==> images/logic_types.png <==
Bar = 20 um.
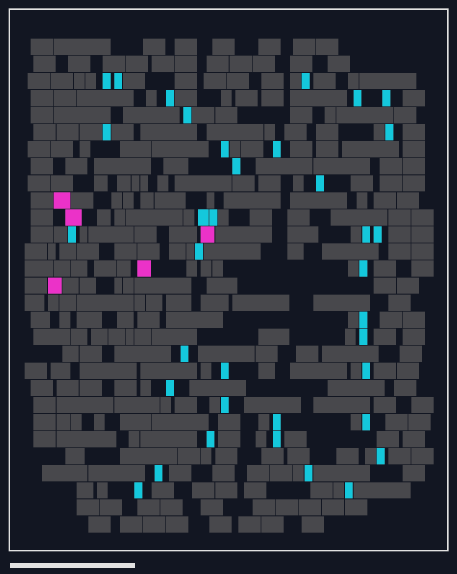
==> images/io_fan.png <==
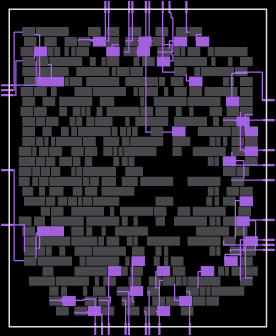
--- src/rtl/regfile_write_sequencer.sv ---
// Write-port controller for the 32x32 register file: zeroing sweep after reset or on
// demand, otherwise round-robin arbitration between core writeback (A) and debug/load (B).
module regfile_write_sequencer #(
    parameter int NUM_REGS = 32,
    parameter int ADDR_W   = 5,
    parameter int DATA_W   = 32
) (
    input  logic              clk,
    input  logic              rst_n,
    input  logic              clear_req,
    output logic              busy,
    input  logic              a_valid,
    input  logic [ADDR_W-1:0] a_addr,
    input  logic [DATA_W-1:0] a_data,
    output logic              a_ready,
    input  logic              b_valid,
    input  logic [ADDR_W-1:0] b_addr,
    input  logic [DATA_W-1:0] b_data,
    output logic              b_ready,
    output logic              rf_wr_en,
    output logic [ADDR_W-1:0] rf_wr_addr,
    output logic [DATA_W-1:0] rf_wr_data
);

    typedef enum logic {
        ST_CLEAR = 1'b0,
        ST_RUN   = 1'b1
    } state_t;

    localparam logic [ADDR_W-1:0] ADDR_ZERO = {ADDR_W{1'b0}};
    localparam logic [ADDR_W-1:0] ADDR_ONE  = ADDR_W'(1);
    localparam logic [ADDR_W-1:0] ADDR_LAST = ADDR_W'(NUM_REGS - 1);
    localparam logic [DATA_W-1:0] DATA_ZERO = {DATA_W{1'b0}};

    state_t              state_r, state_s;
    logic [ADDR_W-1:0]   clr_cnt_r, clr_cnt_s;
    logic                last_grant_r, last_grant_s;   // 1'b0 = A, 1'b1 = B
    logic                wr_en_r, wr_en_s;
    logic [ADDR_W-1:0]   wr_addr_r, wr_addr_s;
    logic [DATA_W-1:0]   wr_data_r, wr_data_s;
    logic                grant_a_s, grant_b_s;
    logic                a_ready_s, b_ready_s, busy_s;

    // Round-robin choice: a lone requester wins; on a tie the one not granted last wins.
    always_comb begin
        grant_a_s = a_valid && (!b_valid || (last_grant_r == 1'b1));
        grant_b_s = b_valid && (!a_valid || (last_grant_r == 1'b0));
    end

    // Next-state, handshake and register-file write decode.
    always_comb begin
        state_s      = state_r;
        clr_cnt_s    = clr_cnt_r;
        last_grant_s = last_grant_r;
        wr_en_s      = 1'b0;
        wr_addr_s    = wr_addr_r;
        wr_data_s    = wr_data_r;
        a_ready_s    = 1'b0;
        b_ready_s    = 1'b0;
        busy_s       = 1'b0;
        case (state_r)
            ST_CLEAR: begin
                busy_s    = 1'b1;
                wr_en_s   = 1'b1;
                wr_addr_s = clr_cnt_r;
                wr_data_s = DATA_ZERO;
                if (clr_cnt_r == ADDR_LAST) begin
                    state_s   = ST_RUN;
                    clr_cnt_s = ADDR_ZERO;
                end else begin
                    clr_cnt_s = clr_cnt_r + ADDR_ONE;
                end
            end
            ST_RUN: begin
                if (clear_req) begin
                    state_s = ST_CLEAR;
                end else if (grant_a_s) begin
                    a_ready_s    = 1'b1;
                    last_grant_s = 1'b0;
                    wr_addr_s    = a_addr;
                    wr_data_s    = a_data;
                    wr_en_s      = (a_addr != ADDR_ZERO);  // x0 stays hard-wired zero
                end else if (grant_b_s) begin
                    b_ready_s    = 1'b1;
                    last_grant_s = 1'b1;
                    wr_addr_s    = b_addr;
                    wr_data_s    = b_data;
                    wr_en_s      = (b_addr != ADDR_ZERO);
                end else begin
                    wr_en_s = 1'b0;
                end
            end
            default: begin
                state_s   = ST_CLEAR;
                clr_cnt_s = ADDR_ZERO;
            end
        endcase
    end

    // State and registered write-port outputs.
    always_ff @(posedge clk or negedge rst_n) begin
        if (!rst_n) begin
            state_r      <= ST_CLEAR;
            clr_cnt_r    <= ADDR_ZERO;
            last_grant_r <= 1'b1;
            wr_en_r      <= 1'b0;
            wr_addr_r    <= ADDR_ZERO;
            wr_data_r    <= DATA_ZERO;
        end else begin
            state_r      <= state_s;
            clr_cnt_r    <= clr_cnt_s;
            last_grant_r <= last_grant_s;
            wr_en_r      <= wr_en_s;
            wr_addr_r    <= wr_addr_s;
            wr_data_r    <= wr_data_s;
        end
    end

    assign busy       = busy_s;
    assign a_ready    = a_ready_s;
    assign b_ready    = b_ready_s;
    assign rf_wr_en   = wr_en_r;
    assign rf_wr_addr = wr_addr_r;
    assign rf_wr_data = wr_data_r;

endmodule
--- config.mk ---
export PLATFORM = sky130hd
export DESIGN_NAME = regfile_write_sequencer
export DESIGN_NICKNAME = d
export VERILOG_FILES = /design/src/rtl/regfile_write_sequencer.sv
export SDC_FILE = /design/constraint.sdc
export NUM_CORES = 1
export LEC_CHECK = 0
export ABC_AREA = 0
export ABC_CLOCK_PERIOD_IN_PS = 1800
export CAP_MARGIN = 15
export CORE_ASPECT_RATIO = 1.25
export CORE_MARGIN = 2
export CORE_UTILIZATION = 40
export CTS_BUF_LIST = sky130_fd_sc_hd__clkbuf_4 sky130_fd_sc_hd__clkbuf_8
export DETAILED_ROUTE_END_ITERATION = 6
export PLACE_DENSITY = 0.85
export SYNTH_ARGS = -nofsm -noshare
export SYNTH_HDL_FRONTEND = slang
export SYNTH_SLANG_ARGS = --single-unit
export TNS_END_PERCENT = 5
--- constraint.sdc ---
create_clock -name clk -period 1.8 [get_ports clk]
set_input_delay 0.36 -clock clk [delete_from_list [all_inputs] [get_ports clk]]
set_output_delay 0.36 -clock clk [all_outputs]
set_load 0.01 [all_outputs]
==> results_slide.txt <==
Run Summary

Run status
  • Status: finished, violations left
  • Failing checks: negative hold slack

Layout
  • Fin util: 70.1%
  • Bufs w/o clock: 134
  • Clock buffers: 8
  • Inverters, non-clock: 2
  • Fraction of area in multi-input gates: a little over a quarter
  • Share of layout cells above drive strength 1: about a tenth
  • Ant diodes: 0
  • Non-filler cells, final: 399
  • Top cells excl fill/tap: 113 x clkdlybuf4s50_1, 44 x dfrtp_1, 38 x mux2i_1, 35 x nand2_1, 33 x o21ai_1
  • Logic area: 956 sq um
  • Largest cell class: non-clock buffers
  • Multi-In Gates: ~150
  • # nets final: ~420
  • NonClk Buf Share: between 30% and 40%
  • Area Overhead vs Synth: 67.4%
  • Filler Cells Inserted: roughly 420
  • Most frequent logic cell in the layout: clkdlybuf4s50_1
  • Clk cell area share: roughly 2.7%
  • Max FFs per register: 32

Synth
  • Synth flops: approximately 45
  • Most frequent cell after synthesis: dfrtp_1
  • Cells after Synth: 207
  • Top_reg_cell synth: dfrtp_1
  • Synth area leader: dfrtp_1
  • Simple share: between 9 and 10%
  • Post-synth EDFFs: 0
  • Synth logic family: multiplexers
  • Synth Warn #: 0
  • Asr flop ratio synth: 100%
  • Top cells by count: 44 x dfrtp_1, 38 x mux2i_1, 35 x nand2_1
  • Mux cell area share after synthesis: a little under a fifth
  • Synthesized Nets: between 200 and 300
  • Avg Inst Size Synth: 10.4 sq um
  • YS chip area: around 2200 sq um
  • Yosys stat cell total: between 200 and 250
  • Register share after synthesis: 52.2%
  • Cell Area, Synth: 2160 sq um
  • Xor+xnor area frac: 0%
  • Top post-synthesis cells by area: dfrtp_1 51%, mux2i_1 18%, o21ai_1 7.7%
  • Synth cell types: 28

Critical path
  • Required time of the worst setup path: 1440 ps
  • Crit path launch: last_grant_r$_DFFE_PN1P_
  • R2R Path Start: clr_cnt_r[0]$_DFFE_PN0N_
  • CP endpoint: b_ready
  • Crit path max fanout: 3
  • Critical path's top delay family: flip-flops
  • Worst path max stage delay: roughly 590 ps
  • Worst-path cell chain: nand2_1 > and3_1 > clkdlybuf4s15_1
  • Setup crit end kind: output port
  • Buf/Inv on CP: 1
  • Crit. path cell count: 3
  • Critical path type: reg2out
  • Type of origin of the critical path: flip-flop
  • Worst EP arrival: between 1000 and 1500 ps

Clock network
  • Cts hold-fix bufs: 0
  • CTS clk-pin slew, worst paths: around 70 ps
  • Number of gates resized after CTS: 4
  • Setup repair bufs after CTS: 0
  • Sink Count: roughly 45
  • H-tree Lvls: 2
  • Latency at later pin: 290 ps
  • CTS buffer count: 5
  • CTS max path bufs: 2
  • CTS Root Cell: clkbuf_8

STA
  • Post-route minimum period: approximately 1700 ps
  • Worst-Margin Slew: between 400 and 500 ps
  • RSZ-0062 raised after global routing: false
  • Setup TNS Final: 0 ps
  • Fmax: 583 MHz
  • Final hold viol count: 16
  • Worst hold margin: -4.81 ps
  • Tcrit/Tclk final: between 90% and 100%
  • Worst Slack Setup Final: between 80 and 90 ps
  • Final slew viol count: 0

Floorplan
  • Core area: around 5200 sq um
  • Ports: 120
  • Rows: 29
  • Floorplan-stage core utilization: around two fifths
  • Tapcell count: ~62
  • Die W: 69.7 um
  • Chip height: 86.1 um

Global route
  • Remaining global-route overflow: 0
  • GR Util met1: approximately 22%
  • Global-route wire length before repair: 9880 um
  • Met3 Use GR: between 6 and 7%
  • GRT busiest layer: met2
  • Tot GR Track Use: 20.6%
  • Vias in the first global route: 2128
  • Antenna violations before repair: 0

Power
  • Sequential Power Share: 42.3%
  • Top power group: sequential cells
  • Logic power comb: approximately 0.0012 W
  • Clk pwr: roughly 0.00065 W
  • Clock share of power: around a fifth
  • Switching pwr: approximately 0.00096 W
  • Combinational share of power: 37.2%
  • Sequential power: approximately 0.0013 W
  • Switch share: between 30% and 40%
  • PD cells: 876 nW/um^2
  • Tot Pwr: around 0.0032 W
  • Int Power: approximately 0.0022 W

Flow run
  • Tool warnings: 26
  • Max Cap Viol: 0

Detailed routing
  • Via/cell ratio: 5.12
  • Drt drc: 0
  • Met3 wire len: between 400 and 500 um
  • Vias: approximately 2000
  • Final WL: slightly below 6000 um
  • Routed wire per std cell: around 15 um
  • DR pass1 iterations: 4
  • Top Layer Used: met4
  • Met2 WL: ~3200 um

Placement
  • Routability cong.: slightly above 0.8
  • DP Area: about 3500 sq um
  • IO Port Bufs: between 100 and 150
  • Detail Placement HPWL: around 4700 um
## Picture notes: logic_types.png
cyan -> nand cells  # cells 36
magenta -> and/or cells  # cells 5, where west

## Picture notes: io_fan.png
purple -> a_data  # direction input, edge 9 east, 9 south, 9 north, 5 west, end cells 32, buffers 32, wire 616 um

Power is estimated from default activity; no workload was simulated.
